**Run 1: routed metal, one colour a layer**

Two of the layers only.
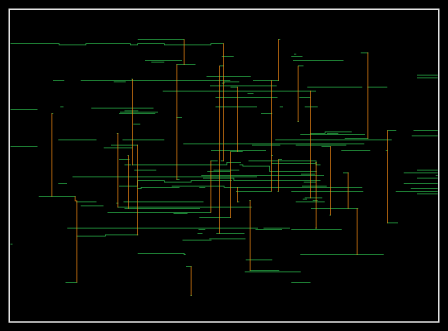
**Run 1: logic cells by family**

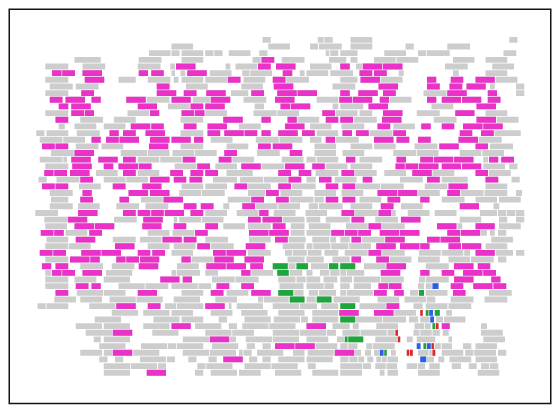
**Run 1: congestion heat map**

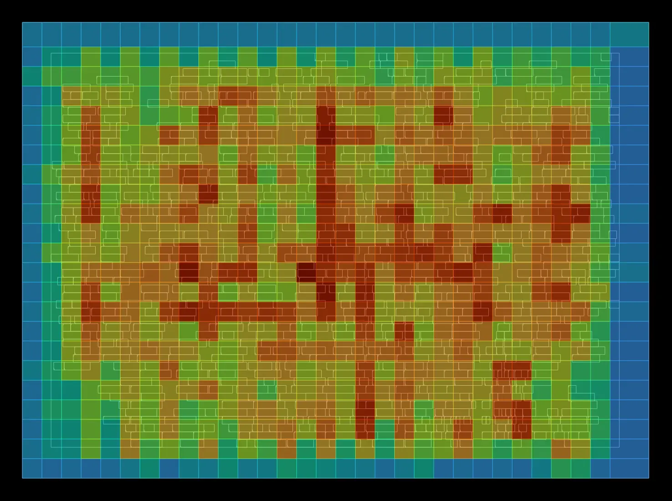
**Run 1: signal wires on met4**

The bar under the picture is 50 um long.
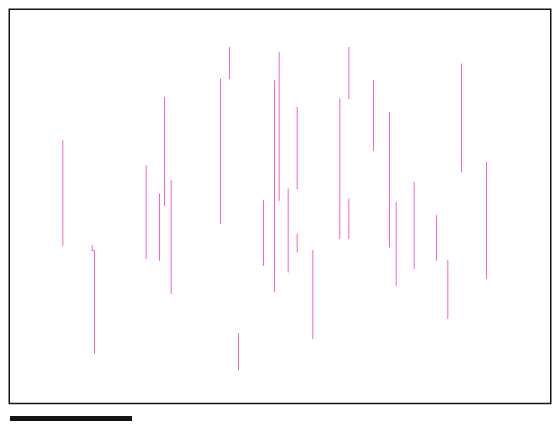
[config.mk]
export PLATFORM = sky130hd
export DESIGN_NAME = video_palette
export DESIGN_NICKNAME = d
export VERILOG_FILES = /design/src/rtl/video_palette_pkg.sv /design/src/rtl/video_palette_fifo.sv /design/src/rtl/video_palette.sv
export SDC_FILE = /design/constraint.sdc
export NUM_CORES = 1
export LEC_CHECK = 0
export CAP_MARGIN = 30
export CORE_ASPECT_RATIO = 0.7
export CORE_MARGIN = 10
export CORE_UTILIZATION = 50
export DETAILED_ROUTE_END_ITERATION = 16
export GPL_TIMING_DRIVEN = 1
export PLACE_DENSITY_LB_ADDON = 0.15
export SETUP_SLACK_MARGIN = 0.3
export SYNTH_ARGS = -nofsm -noshare
export SYNTH_HDL_FRONTEND = slang
export SYNTH_SLANG_ARGS = --single-unit
[constraint.sdc]
create_clock -name clk -period 2.54 [get_ports clk]
set_clock_uncertainty 0.1 [all_clocks]
set_input_delay 0.381 -clock clk [delete_from_list [all_inputs] [get_ports clk]]
set_output_delay 0.381 -clock clk [all_outputs]
set_load 0.02 [all_outputs]
[src/rtl/video_palette_pkg.sv]
// Shared types and constants for the video palette block: commit FSM states,
// the pending-write record carried through the FIFO, and the reset greyscale ramp.
package xv;

  localparam int PAL_ENTRIES = 16;
  localparam int PAL_COLOR_W = 12;
  localparam int PAL_INDEX_W = 4;

  typedef enum logic [1:0] {
    PAL_IDLE,
    PAL_WAIT_BLANK,
    PAL_COMMIT
  } pal_state_t;

  typedef struct packed {
    logic [PAL_INDEX_W-1:0] addr;
    logic [PAL_COLOR_W-1:0] data;
  } pal_wr_t;

  function automatic logic [PAL_COLOR_W-1:0] pal_reset_color(input logic [PAL_INDEX_W-1:0] idx);
    return {idx, idx, idx};
  endfunction

endpackage

[src/rtl/video_palette_fifo.sv]
// Small synchronous FIFO holding CPU palette writes until they can be committed.
// Push while full is honoured only when a pop happens in the same cycle.
module video_palette_fifo #(
  parameter int DEPTH = 4,
  parameter int WIDTH = 16
) (
  input  logic                     clk,
  input  logic                     reset_ni,
  input  logic                     push,
  input  logic [WIDTH-1:0]         din,
  input  logic                     pop,
  output logic [WIDTH-1:0]         dout,
  output logic [$clog2(DEPTH):0]   count,
  output logic                     full,
  output logic                     empty
);

  localparam int AW = $clog2(DEPTH);
  localparam int CW = AW + 1;

  logic [WIDTH-1:0] mem_q [DEPTH];
  logic [AW-1:0]    wr_ptr_q, wr_ptr_d;
  logic [AW-1:0]    rd_ptr_q, rd_ptr_d;
  logic [CW-1:0]    count_q, count_d;
  logic             do_push, do_pop;

  assign full    = (count_q == CW'(DEPTH));
  assign empty   = (count_q == '0);
  assign count   = count_q;
  assign dout    = mem_q[rd_ptr_q];
  assign do_push = push & (~full | pop);
  assign do_pop  = pop & ~empty;

  always_comb begin
    wr_ptr_d = wr_ptr_q;
    rd_ptr_d = rd_ptr_q;
    count_d  = count_q;
    if (do_push) wr_ptr_d = wr_ptr_q + 1'b1;
    if (do_pop)  rd_ptr_d = rd_ptr_q + 1'b1;
    case ({do_push, do_pop})
      2'b10:   count_d = count_q + 1'b1;
      2'b01:   count_d = count_q - 1'b1;
      default: count_d = count_q;
    endcase
  end

  always_ff @(posedge clk or negedge reset_ni) begin
    if (!reset_ni) begin
      wr_ptr_q <= '0;
      rd_ptr_q <= '0;
      count_q  <= '0;
    end else begin
      wr_ptr_q <= wr_ptr_d;
      rd_ptr_q <= rd_ptr_d;
      count_q  <= count_d;
    end
  end

  // NOTE: storage is deliberately not reset; count_q gates every read, so stale contents are never visible.
  always_ff @(posedge clk) begin
    if (do_push) mem_q[wr_ptr_q] <= din;
  end

endmodule

[src/rtl/video_palette.sv]
// Palette lookup stage behind the video timing generator: 2-cycle index->RGB pipeline
// with realigned syncs, plus CPU writes queued and committed only during blanking.
module video_palette
  import xv::*;
#(
  parameter int FIFO_DEPTH = 4,
  parameter bit WR_ANYTIME = 1'b0
) (
  input  logic                   clk,
  input  logic                   reset_ni,
  input  logic [PAL_INDEX_W-1:0] pal_index_i,
  input  logic                   hsync_i,
  input  logic                   vsync_i,
  input  logic                   dv_de_i,
  input  logic                   pal_wr_i,
  input  logic [PAL_INDEX_W-1:0] pal_wr_addr_i,
  input  logic [PAL_COLOR_W-1:0] pal_wr_data_i,
  output logic                   pal_wr_ready_o,
  output logic                   pal_pending_o,
  input  logic [PAL_INDEX_W-1:0] pal_rd_addr_i,
  output logic [PAL_COLOR_W-1:0] pal_rd_data_o,
  output logic [3:0]             red_o,
  output logic [3:0]             green_o,
  output logic [3:0]             blue_o,
  output logic                   hsync_o,
  output logic                   vsync_o,
  output logic                   dv_de_o
);

  localparam int CW = $clog2(FIFO_DEPTH) + 1;

  logic [PAL_INDEX_W-1:0] s1_index_q, s1_index_d;
  logic                   s1_hsync_q, s1_hsync_d;
  logic                   s1_vsync_q, s1_vsync_d;
  logic                   s1_de_q, s1_de_d;
  logic [PAL_COLOR_W-1:0] s2_rgb_q, s2_rgb_d;
  logic                   s2_hsync_q, s2_hsync_d;
  logic                   s2_vsync_q, s2_vsync_d;
  logic                   s2_de_q, s2_de_d;
  logic [PAL_COLOR_W-1:0] pal_q [PAL_ENTRIES];
  logic [PAL_COLOR_W-1:0] pal_d [PAL_ENTRIES];
  logic [PAL_COLOR_W-1:0] rd_data_q, rd_data_d;
  pal_state_t             state_q, state_d;

  logic                   fifo_push, fifo_pop, fifo_full, fifo_empty;
  pal_wr_t                fifo_din, fifo_dout;
  logic [CW-1:0]          fifo_count;
  logic                   commit_ok;

  assign fifo_push      = pal_wr_i & pal_wr_ready_o;
  assign fifo_din       = '{addr: pal_wr_addr_i, data: pal_wr_data_i};
  assign pal_wr_ready_o = ~fifo_full;
  assign pal_pending_o  = ~fifo_empty;
  // Both the live DE and the S1 copy must be low, so the S2 lookup never sees a commit mid-line.
  assign commit_ok      = WR_ANYTIME | (~dv_de_i & ~s1_de_q);

  video_palette_fifo #(
    .DEPTH(FIFO_DEPTH),
    .WIDTH($bits(pal_wr_t))
  ) u_fifo (
    .clk      (clk),
    .reset_ni (reset_ni),
    .push     (fifo_push),
    .din      (fifo_din),
    .pop      (fifo_pop),
    .dout     (fifo_dout),
    .count    (fifo_count),
    .full     (fifo_full),
    .empty    (fifo_empty)
  );

  // NOTE: every output of a combinational block gets a default first, so no path can infer a latch.
  always_comb begin
    state_d  = state_q;
    fifo_pop = 1'b0;
    case (state_q)
      PAL_IDLE:       if (!fifo_empty) state_d = PAL_WAIT_BLANK;
      PAL_WAIT_BLANK: if (commit_ok)   state_d = PAL_COMMIT;
      PAL_COMMIT: begin
        fifo_pop = commit_ok & ~fifo_empty;
        if (fifo_empty)                                state_d = PAL_IDLE;
        else if (!commit_ok)                           state_d = PAL_WAIT_BLANK;
        else if (fifo_count == CW'(1) && !fifo_push)   state_d = PAL_IDLE;
      end
      default:        state_d = PAL_IDLE;
    endcase
  end

  always_comb begin
    s1_index_d = pal_index_i;
    s1_hsync_d = hsync_i;
    s1_vsync_d = vsync_i;
    s1_de_d    = dv_de_i;
    s2_rgb_d   = s1_de_q ? pal_q[s1_index_q] : '0;
    s2_hsync_d = s1_hsync_q;
    s2_vsync_d = s1_vsync_q;
    s2_de_d    = s1_de_q;
    rd_data_d  = pal_q[pal_rd_addr_i];
    pal_d      = pal_q;
    if (fifo_pop) pal_d[fifo_dout.addr] = fifo_dout.data;
  end

  // NOTE: sequential state uses non-blocking assignments so every flop samples pre-edge values.
  always_ff @(posedge clk or negedge reset_ni) begin
    if (!reset_ni) begin
      state_q    <= PAL_IDLE;
      s1_index_q <= '0;
      s1_hsync_q <= 1'b0;
      s1_vsync_q <= 1'b0;
      s1_de_q    <= 1'b0;
      s2_rgb_q   <= '0;
      s2_hsync_q <= 1'b0;
      s2_vsync_q <= 1'b0;
      s2_de_q    <= 1'b0;
      rd_data_q  <= '0;
      for (int i = 0; i < PAL_ENTRIES; i++) pal_q[i] <= pal_reset_color(PAL_INDEX_W'(i));
    end else begin
      state_q    <= state_d;
      s1_index_q <= s1_index_d;
      s1_hsync_q <= s1_hsync_d;
      s1_vsync_q <= s1_vsync_d;
      s1_de_q    <= s1_de_d;
      s2_rgb_q   <= s2_rgb_d;
      s2_hsync_q <= s2_hsync_d;
      s2_vsync_q <= s2_vsync_d;
      s2_de_q    <= s2_de_d;
      rd_data_q  <= rd_data_d;
      pal_q      <= pal_d;
    end
  end

  assign red_o         = s2_rgb_q[11:8];
  assign green_o       = s2_rgb_q[7:4];
  assign blue_o        = s2_rgb_q[3:0];
  assign hsync_o       = s2_hsync_q;
  assign vsync_o       = s2_vsync_q;
  assign dv_de_o       = s2_de_q;
  assign pal_rd_data_o = rd_data_q;

endmodule
==> results_slide.txt, run 1 <==
Flow Results at a Glance

Run status
  – Status: finished, final reports clean

Place
  – Gpl congestion: just over 0.8
  – Post-DP HPWL: roughly 22000 um
  – Port Buf Inserts: a little under 60
  – Pre-CTS worst setup slack: -0.378 ns
  – Cells after DPL: between 1000 and 1500
  – Post-DP Area: about 16000 um2

Final timing
  – Hold WS: about 0.14 ns
  – RSZ-0062 raised after global routing: yes
  – Worst setup margin: 0.0414 ns
  – Final hold vios: 0
  – Crit path time final: 2.50 ns
  – Fmax: 400 MHz
  – Max-slew violation total from the final report: 0
  – Fin crit share: 0.984
  – Worst slew margin: 0.591
  – Setup TNS: 0 ns
  – Finish-stage setup viols: 0
  – Worst-margin pin slew: 0.614 ns

Finish
  – Layout fillers: roughly 1900
  – Synth-to-layout area growth: 27.5%
  – Number of flip-flops in the largest register: ~190
  – Layout cell share with drive strength beyond 1: 0.660
  – Regs by FF count: pal_q (192), u_fifo.mem_q (64)
  – N_diodes: 0
  – Top Layout Cells: mux2_4 (141), dfrtp_1 (137), mux4_2 (136)
  – Post-route cell area: 18000 um2
  – Nets@finish: slightly above 900
  – Reg with most FFs: pal_q

Yosys
  – Dominant cell area share: 0.247
  – Cell with the most instances after synthesis: mux2_2
  – Yosys reg bits: 299
  – Mean Syn Cell Area: 18.2 um2
  – Cell area leaders: dfrtp_1 (25%), mux4_2 (21%), dfstp_2 (18%)
  – Synthesis Warnings: 0
  – Post-synth area from yosys stat: 14100 um2
  – Synth cell types: 38
  – Post-Syn Nets: ~810
  – Seq/Total Area, Yosys: 0.562
  – Post-synth EDFFs: 64
  – Mapped Cells: 773
  – Ys flop type: dfrtp_1
  – Yosys Instances: 773
  – Post-synth top cells: mux2_2 (192), dfrtp_1 (139), mux4_2 (132)
  – Synth async-reset ratio: 0.786
  – Post-synth top area cell: dfrtp_1
  – Mapped Area: ~14000 um2

CTS
  – Num CTS Buffers: 30
  – Worst-path clk slew: 0.07 ns
  – Post-cts hold-fix buffer tally: 1
  – CTS HTree Levels: 1
  – CTS tree: done
  – Clk buf depth: 3
  – Setup repair bufs after CTS: 18
  – Root Driver: clkbuf_16
  – Clock latency on the worst-skew pair: 0.58 ns
  – Post-CTS resize count: ~73
  – Clock Sinks: 299

Worst setup path
  – Slowest stage cell, crit path: or4_4
  – Crit Path Category: reg -> reg
  – Worst Path Buf+Inv: 1
  – Critical path peak fanout: 6
  – Critical path capture point: pal_q[143]$_DFFE_PN0P_
  – CP Launch Type: register
  – Critical Path End Type: register
  – R2R Path Start: s1_de_q$_DFF_PN0_
  – Reg-to-Reg End: pal_q[143]$_DFFE_PN0P_
  – Setup crit start: s1_de_q$_DFF_PN0_
  – Critical path data arrival time: 2.86 ns
  – Setup slack, reg-to-reg: 0.04 ns
  – CP Cell Sequence: or3b_2 > or4_4 > nor3_4 > clkbuf_16 > mux2_4
  – Critical path required time: 2.91 ns
  – Critical path depth: 5
  – Worst-case reg-to-reg path depth: 5
  – Max stage delay on crit path: 0.61 ns
  – Top delay family on crit path: simple AND/OR/NAND/NOR gates

Die
  – Die height: 160 um
  – Die X: 221 um
  – Row Count: 51
  – Core Region: ~28000 um2
  – IO Pins: 59
  – Floorplan Utilization: 0.508
  – Die area: about 35000 um2

Worst hold path
  – HP Class: in -> reg
  – Hold Crit Start: pal_index_i[2]
  – WHS Endpoint: s1_index_q[2]$_DFF_PN0_
  – Hold Path Depth: 1

Power and ir drop
  – Sw Share: 0.305
  – Sw power: 4.62 mW
  – Comb pwr: 4.15 mW
  – Clk pwr: 4.86 mW
  – Logic pwr share: 0.274
  – PwrDens: roughly 840 nW/um2
  – Sequential power share: 0.406
  – Pleak: 7.45 nW
  – Top Consumer: registers
  – Flip-flop and latch power: 6.16 mW
  – Internal power: 10.5 mW
  – Clock power frac: 0.320
  – Tot Pwr: 15.2 mW
  – Peak VDD IR: just under 600 uV

Detailed routing
  – Starting DRT DRC Count: 611
  – Remaining DRCs: 0
  – Met1 WL: 16700 um
  – Vias per inst: between 6 and 7
  – Met3 WL: between 2000 and 3000 um
  – Highest metal used: met4
  – ANT nets after route: 0
  – Initial DRT Pass Iterations: 4
  – Metal2 WL: about 18000 um

Global routing
  – Remaining Overflow, GRT: 0
  – Initial antenna violation count: 0
  – Largest net degree at the start of global routing: 76
  – Routing usage on met2: 0.322
  – Global-route wire length before repair: ~57000 um
  – Number of global-route vias before repair: 8627

Run
  – Tool warnings: 35
  – MaxCap Viol Count: 0
Notes on 'routed metal, one colour a layer' above:
legend:
  orange:
    layer: metal 4
    wire_length: 996 um
  green:
    layer: metal 3
    wire_length: 2640 um
GR Util All Layers: 0.213
routed vias: 8054
DR WL/cell: 29.8 um
Post-Route WL: 38300 um

Notes on 'logic cells by family' above:
legend:
  red:
    family: inverters
    cells: 8
    most_used: inv_1
    where: bottom right
  blue:
    family: inverting AOI/OAI gates
    cells: 7
    most_used: o21ai_0
    where: bottom right
  green:
    family: NAND gates
    cells: 18
    most_used: nand3_4
  magenta:
    family: multiplexers
    cells: 329
    most_used: mux2_4
commonest non-fill, non-tap cell in the layout: mux2_4
fin cells: 1285

Notes on 'congestion heat map' above:
Post-Route Utilization: 0.647
met1 usage: 0.301
global route hottest layer: met2
GR Util met3: 0.0522

Notes on 'signal wires on met4' above:
main direction: vertical
nets with wire on the layer: 15
share of all routed wire: 2.6%
wire length on this layer: 996 um

run 1: cell families after synthesis:
group	synth area share
multiplexers	0.373
flip-flops	0.562
buffers and inverters	0.0238
AND/OR/NAND/NOR	0.0258
adder cells (fa/ha/maj)	0.00799
AND-OR/OR-AND	0.00355
XOR/XNOR	0.00373
run 1: cell type report:
| class | instances | area [um2] | area share |
|---|---|---|---|
| inverters | 8 | 30.0 | 0.00167 |
| well taps | 371 | 464 | 0.0258 |
| clock inverters | 22 | 265 | 0.0148 |
| repair buffers | 144 | 1870 | 0.104 |
| flip-flops and latches | 299 | 7930 | 0.441 |
| clock buffers | 34 | 828 | 0.0461 |
| multi-input cells | 407 | 6580 | 0.366 |
==> run 2, diff against run 1 <==
--- a/config.mk
+++ b/config.mk
@@ -5,10 +5,12 @@
 export SDC_FILE = /design/constraint.sdc
 export NUM_CORES = 1
 export LEC_CHECK = 0
+export ABC_AREA = 1
 export CAP_MARGIN = 30
 export CORE_ASPECT_RATIO = 0.7
 export CORE_MARGIN = 10
 export CORE_UTILIZATION = 50
+export CTS_CLUSTER_DIAMETER = 120
 export DETAILED_ROUTE_END_ITERATION = 16
 export GPL_TIMING_DRIVEN = 1
 export PLACE_DENSITY_LB_ADDON = 0.15
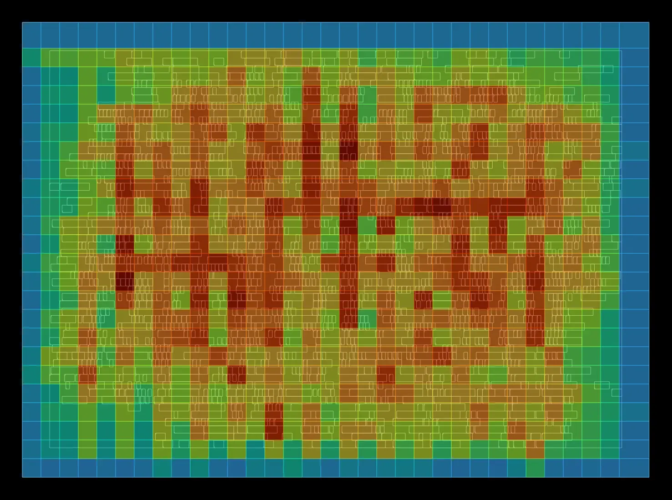
**Above:** run 2 (congestion heat map).
routing usage on met2: 0.355
GR Util All Layers: 0.239
DR WL/cell: 18.5 um
Post-Route Utilization: 0.579

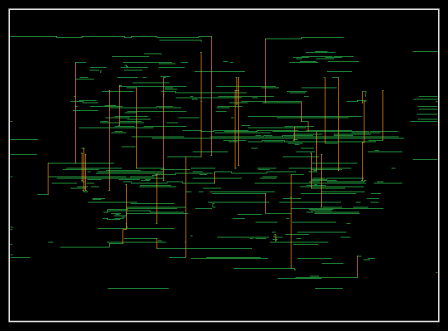
**Above:** run 2 (routed metal, one colour a layer).
Two of the layers only.
legend:
  orange:
    layer: metal 4
    wire_length: 1020 um
  green:
    layer: metal 3
    wire_length: 4550 um
Post-Route WL: 47200 um
routed vias: 14000

==> results_slide.txt, run 2 <==
Flow Results at a Glance

Run status
  – Status: finished, final reports clean

Power and ir drop
  – PwrDens: about 1000 nW/um2
  – Sw Share: 0.389
  – Pleak: 8.58 nW
  – Top Consumer: registers
  – Peak VDD IR: between 600 and 700 uV
  – Flip-flop and latch power: approximately 7.4 mW
  – Internal power: 11.0 mW
  – Comb pwr: roughly 6.1 mW
  – Sw power: 7.00 mW
  – Clk pwr: 4.51 mW
  – Logic pwr share: 0.336
  – Clock power frac: 0.251
  – Tot Pwr: 18.0 mW

CTS
  – Clk buf depth: 3
  – CTS HTree Levels: 1
  – Clock Sinks: around 300
  – Root Driver: clkbuf_16
  – Setup repair bufs after CTS: 0
  – Clock latency on the worst-skew pair: 0.59 ns
  – Post-CTS resize count: 4
  – Post-cts hold-fix buffer tally: 1
  – CTS tree: done
  – Num CTS Buffers: 30

Global routing
  – GR Util met3: 0.0542
  – Met1 usage: 0.348
  – Initial antenna violation count: 0
  – Global route hottest layer: met2
  – Global-route wire length before repair: 74900 um
  – Remaining Overflow, GRT: 0
  – Largest net degree at the start of global routing: 97
  – Number of global-route vias before repair: 13300

Worst hold path
  – Hold Crit Start: pal_index_i[3]
  – WHS Endpoint: s1_index_q[3]$_DFF_PN0_
  – Hold Path Depth: 1
  – HP Class: in -> reg

Yosys
  – Seq/Total Area, Yosys: 0.505
  – Synth async-reset ratio: 0.786
  – Post-synth top area cell: dfrtp_1
  – Yosys reg bits: 299
  – Ys flop type: dfrtp_1
  – Synth cell types: 30
  – Post-synth area from yosys stat: 15700 um2
  – Yosys Instances: 2074
  – Mapped Area: 15700 um2
  – Synthesis Warnings: 0
  – Dominant cell area share: 0.221
  – Mean Syn Cell Area: 7.57 um2
  – Mapped Cells: 2074
  – Cell with the most instances after synthesis: nand2_1
  – Post-synth top cells: nand2_1 (852), nand3_1 (231), inv_1 (168)
  – Cell area leaders: dfrtp_1 (22%), nand2_1 (20%), dfstp_2 (16%)
  – Post-Syn Nets: roughly 2100

Finish
  – Num sequential: 299
  – Regs by FF count: pal_q (192), u_fifo.mem_q (64)
  – Non-Clock Buffer Count: around 140
  – Layout cell share with drive strength beyond 1: 0.132
  – Synth-to-layout area growth: 14.5%
  – Gate Area: 6570 um2
  – Commonest non-fill, non-tap cell in the layout: nand2_1
  – N_diodes: 0
  – Reg with most FFs: pal_q
  – Fin cells: 2552
  – Clkbuf count: 43
  – Post-route cell area: 18000 um2
  – Top Layout Cells: nand2_1 (845), nand3_1 (230), inv_1 (167)
  – Number of flip-flops in the largest register: around 190
  – ClkCell Share: 0.0541
  – Flop share of the area: 0.441
  – Nets@finish: 2147
  – Non-clock buffer share of cell area: 0.0733
  – Non-clock inverter count: 175
  – Combinational Gates: between 1000 and 1500
  – Layout fillers: 2843
  – Combinational share of cell area: 0.366
  – Flop area: around 7900 um2

Final timing
  – Final hold vios: 0
  – Worst-margin pin slew: 0.742 ns
  – Max-slew violation total from the final report: 0
  – Finish-stage setup viols: 0
  – Fin crit share: 0.860
  – Worst slew margin: 0.505
  – Setup TNS: 0 ns
  – Hold WS: 0.138 ns
  – Fmax: 458 MHz
  – Worst setup margin: 0.355 ns
  – RSZ-0062 raised after global routing: yes
  – Crit path time final: 2.19 ns

Place
  – Post-DP HPWL: approximately 31000 um
  – Gpl congestion: around 0.91
  – Port Buf Inserts: 58
  – Cells after DPL: 2490
  – Post-DP Area: 16900 um2
  – Pre-CTS worst setup slack: 0.0924 ns

Worst setup path
  – Worst-case reg-to-reg path depth: 10
  – Critical path depth: 4
  – Critical Path End Type: output pin
  – Slowest stage cell, crit path: dfrtp_1
  – Critical path data arrival time: 1.70 ns
  – Top delay family on crit path: buffers and inverters
  – Max stage delay on crit path: 0.39 ns
  – Worst Path Buf+Inv: 2
  – Reg-to-Reg End: pal_q[166]$_DFFE_PN0P_
  – Critical path required time: roughly 2 ns
  – Critical path capture point: pal_pending_o
  – R2R Path Start: u_fifo.rd_ptr_q[0]$_DFFE_PN0P_
  – Setup crit start: u_fifo.count[0]$_DFFE_PN0P_
  – CP Cell Sequence: inv_1 > ha_2 > nand2_2 > dlygate4sd2_1
  – Critical path peak fanout: 4
  – Setup slack, reg-to-reg: 0.40 ns
  – Crit Path Category: reg -> out

Die
  – Die height: 168 um
  – Core Region: 31100 um2
  – Taps Inserted: ~420
  – Die X: ~230 um
  – Die area: 39000 um2
  – IO Pins: between 50 and 60
  – Row Count: 54
  – Floorplan Utilization: 0.505

Detailed routing
  – Initial DRT Pass Iterations: 6
  – ANT nets after route: 0
  – Metal2 WL: 20000 um
  – Highest metal used: met4
  – Met3 WL: 4550 um
  – Met1 WL: between 20000 and 25000 um
  – Vias per inst: 5.47
  – Starting DRT DRC Count: 1745
  – Remaining DRCs: 0

Run
  – Tool warnings: 35
run 2: cell types whose count changed after synthesis, sizes merged, moves of 9 or more:
cell and delta:
inv +166, o21ai +71, mux2 -192, and2 -13, nor3 -9, o22ai +12
nand3 +227, clkbuf +16, mux4 -136, a21oi +60, nor2 +151, o211ai +47
nand2 +859, buf +60
run 2: cells by family after synthesis:
group                      share of synthesized area
DFF                                            0.505
xor gates and xnor gates                     0.00279
and+or+nand+nor                                0.326
adders and majority gates                    0.00717
AOI/OAI and AO/OA                             0.0764
buffers and inverters                         0.0829
run 2: worst reg2reg max path: stages (launching register included):
cell     delay, ns
dfrtp_2       0.52
inv_4         0.13
nand2_1       0.11
nand2_1       0.06
nand2_1       0.05
nand2_1       0.13
nor2_2        0.33
nand3_2       0.25
buf_4         0.25
nand2_1       0.07
nand2_1       0.05
==> run 3, diff against run 2 <==
--- a/config.mk
+++ b/config.mk
@@ -8,7 +8,7 @@
 export ABC_AREA = 1
 export CAP_MARGIN = 30
 export CORE_ASPECT_RATIO = 0.7
-export CORE_MARGIN = 10
+export CORE_MARGIN = 2
 export CORE_UTILIZATION = 50
 export CTS_CLUSTER_DIAMETER = 120
 export DETAILED_ROUTE_END_ITERATION = 16
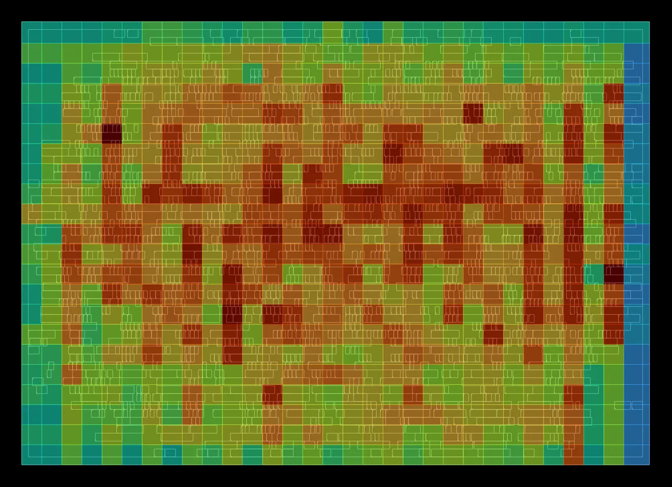
**Above:** run 3 (congestion heat map).
global route hottest layer: met1
GR Util met3: 0.0667
met1 usage: 0.433

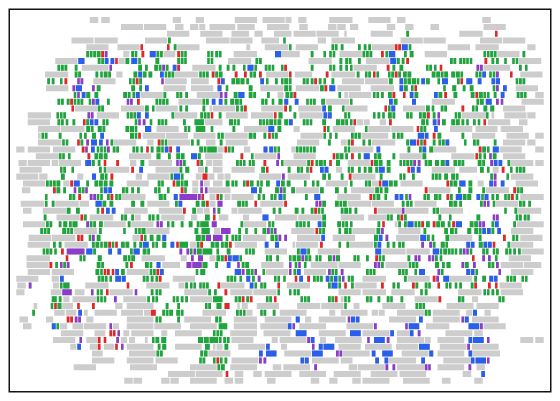
**Above:** run 3 (logic cells by family).
legend:
  purple:
    family: NOR gates
    cells: 153
    most_used: nor2_1
    where: spread over the die
  blue:
    family: inverting AOI/OAI gates
    cells: 196
    most_used: o21ai_0
    where: spread over the die
  green:
    family: NAND gates
    cells: 1101
    most_used: nand2_1
  red:
    family: inverters
    cells: 175
    most_used: inv_1
fin cells: 2559
combinational share of cell area: 0.361
commonest non-fill, non-tap cell in the layout: nand2_1

==> results_slide.txt, run 3 <==
Flow Results at a Glance

Final timing
  – RSZ-0062 raised after global routing: yes
  – Fin crit share: 0.847
  – Crit path time final: between 2 and 2.5 ns
  – Worst setup margin: around 0.39 ns
  – Max-slew violation total from the final report: 0
  – Finish-stage setup viols: 0
  – Worst-margin pin slew: about 0.68 ns
  – Worst slew margin: 0.546
  – Fmax: 465 MHz
  – Hold WS: 0.146 ns
  – Setup TNS: 0 ns
  – Final hold vios: 0

Detailed routing
  – Routed vias: roughly 14000
  – Met3 WL: 4820 um
  – DR WL/cell: 18.6 um
  – Vias per inst: around 5.5
  – Highest metal used: met4
  – ANT nets after route: 0
  – Metal2 WL: 20100 um
  – Remaining DRCs: 0
  – Starting DRT DRC Count: roughly 1700
  – Post-Route WL: 47600 um
  – Initial DRT Pass Iterations: 5
  – Met1 WL: between 20000 and 25000 um

CTS
  – Worst-path clk slew: 0.06 ns
  – Post-CTS resize count: 2
  – Clk buf depth: 3
  – Clock Sinks: 299
  – CTS HTree Levels: 1
  – Setup repair bufs after CTS: 0
  – Root Driver: clkbuf_16
  – Clock latency on the worst-skew pair: 0.57 ns
  – Num CTS Buffers: 30
  – Post-cts hold-fix buffer tally: 1
  – CTS tree: done

Finish
  – N_diodes: 0
  – Flop area: a little under 8000 um2
  – Reg with most FFs: pal_q
  – Number of flip-flops in the largest register: around 190
  – Post-Route Utilization: 0.583
  – Layout fillers: 2826
  – Gate Area: about 6500 um2
  – Layout cell share with drive strength beyond 1: 0.134
  – Post-route cell area: 18100 um2
  – Regs by FF count: pal_q (192), u_fifo.mem_q (64)
  – Synth-to-layout area growth: 15.2%
  – Top Layout Cells: nand2_1 (848), nand3_1 (230), inv_1 (167)
  – Nets@finish: 2154

Yosys
  – Dominant cell area share: 0.221
  – Cell with the most instances after synthesis: nand2_1
  – Yosys reg bits: between 200 and 300
  – Post-synth area from yosys stat: 15700 um2
  – Post-Syn Nets: 2113
  – Cell area leaders: dfrtp_1 (22%), nand2_1 (20%), dfstp_2 (16%)
  – Ys flop type: dfrtp_1
  – Mean Syn Cell Area: 7.57 um2
  – Yosys Instances: 2074
  – Synthesis Warnings: 0
  – Mapped Cells: 2074
  – Post-synth top cells: nand2_1 (852), nand3_1 (231), inv_1 (168)
  – Seq/Total Area, Yosys: 0.505
  – Mapped Area: 15700 um2
  – Synth async-reset ratio: 0.786
  – Post-synth top area cell: dfrtp_1
  – Synth cell types: 30
  – Post-synth EDFFs: 64

Worst hold path
  – HP Class: in -> reg
  – Hold Crit Start: pal_index_i[0]
  – WHS Endpoint: s1_index_q[0]$_DFF_PN0_
  – Hold Path Depth: 1

Worst setup path
  – Critical path data arrival time: 1.67 ns
  – Slowest stage cell, crit path: dfrtp_1
  – Critical path required time: ~2.1 ns
  – Critical path peak fanout: 4
  – Critical path depth: 4
  – Worst Path Buf+Inv: 2
  – Crit Path Category: reg -> out
  – Worst-case reg-to-reg path depth: 11
  – CP Launch Type: register
  – Critical Path End Type: output pin
  – Setup slack, reg-to-reg: approximately 0.40 ns
  – Setup crit start: u_fifo.count[0]$_DFFE_PN0P_
  – Max stage delay on crit path: around 0.4 ns
  – Top delay family on crit path: flip-flops
  – R2R Path Start: u_fifo.count[0]$_DFFE_PN0P_
  – CP Cell Sequence: inv_1 > ha_1 > nand2_1 > clkdlybuf4s15_1
  – Reg-to-Reg End: pal_q[188]$_DFFE_PN0P_
  – Critical path capture point: pal_wr_ready_o

Power and ir drop
  – Internal power: 11.2 mW
  – Top Consumer: registers
  – Sw power: 6.99 mW
  – Flip-flop and latch power: between 7 and 8 mW
  – Peak VDD IR: 617 uV
  – Logic pwr share: 0.338
  – Sw Share: 0.385
  – PwrDens: 1000 nW/um2
  – Clock power frac: 0.255
  – Clk pwr: about 4.6 mW
  – Sequential power share: 0.407
  – Tot Pwr: about 18 mW
  – Comb pwr: 6.15 mW
  – Pleak: about 8.6 nW

Die
  – Core Region: between 30000 and 40000 um2
  – Die area: about 33000 um2
  – Die X: 216 um
  – Die height: 152 um
  – Row Count: between 50 and 60
  – IO Pins: between 50 and 60
  – Floorplan Utilization: 0.506

Global routing
  – Largest net degree at the start of global routing: 77
  – GR Util All Layers: 0.293
  – Initial antenna violation count: 0
  – Number of global-route vias before repair: 13200
  – Remaining Overflow, GRT: 0
  – Global-route wire length before repair: 75200 um

Place
  – Cells after DPL: 2495
  – Gpl congestion: 0.898
  – Post-DP Area: around 17000 um2
  – Post-DP HPWL: ~31000 um
  – Pre-CTS worst setup slack: 0.0437 ns
  – Port Buf Inserts: slightly below 60

Run status
  – Status: finished, final reports clean

Run
  – Tool warnings: 35
  – MaxCap Viol Count: 0
-- run 3: logic make-up (layout without fill, tap and decap cells) --
kind of cell               Yosys count  count (layout)  synth area share
and+or+nand+nor                   1254            1254             0.326
DFF                                299             299             0.505
AOI/OAI and AO/OA                  197             197            0.0764
xor gates and xnor gates             5               5           0.00279
adders and majority gates            9               9           0.00717
buffers and inverters              310             375            0.0829
-- run 3: cell type report --
class,instances,area share
Inverter,175,0.0367
Multi-Input combinational cell,1465,0.361
Clock buffer,41,0.0466
Sequential cell,299,0.438
Tap cell,420,0.0291
Timing Repair Buffer,144,0.0781
Clock inverter,15,0.0101
-- run 3: layer usage --
metal  up-vias  GRT usage
met5         -          0
met4         0     0.0975
met3       108     0.0667
met2       644      0.426
met1      6579      0.433
li1       6623          -

==> gallery <==
Sequential cells coloured by netlist name.
The bar under the picture is 50 um long.
picture 1
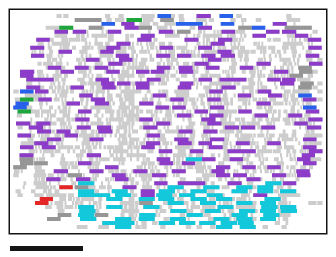
picture 2
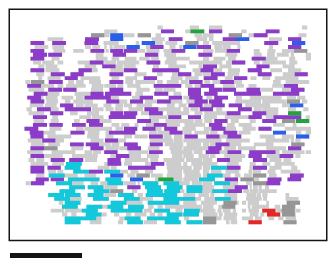
Run 3 is picture 1.
Run 1 is picture 2.
- most cells: picture 1

Key to picture 1:
legend:
  cyan:
    signal: u_fifo.mem_q
    placed_flops: 64
  red:
    signal: u_fifo.count
    placed_flops: 3
  green:
    signal: s1_index_q
    placed_flops: 4
  purple:
    signal: pal_q
    placed_flops: 192
  blue:
    signal: s2_rgb_q
    placed_flops: 12
not coloured: 24

No activity file was given, so power comes from the tool's default toggle rates.
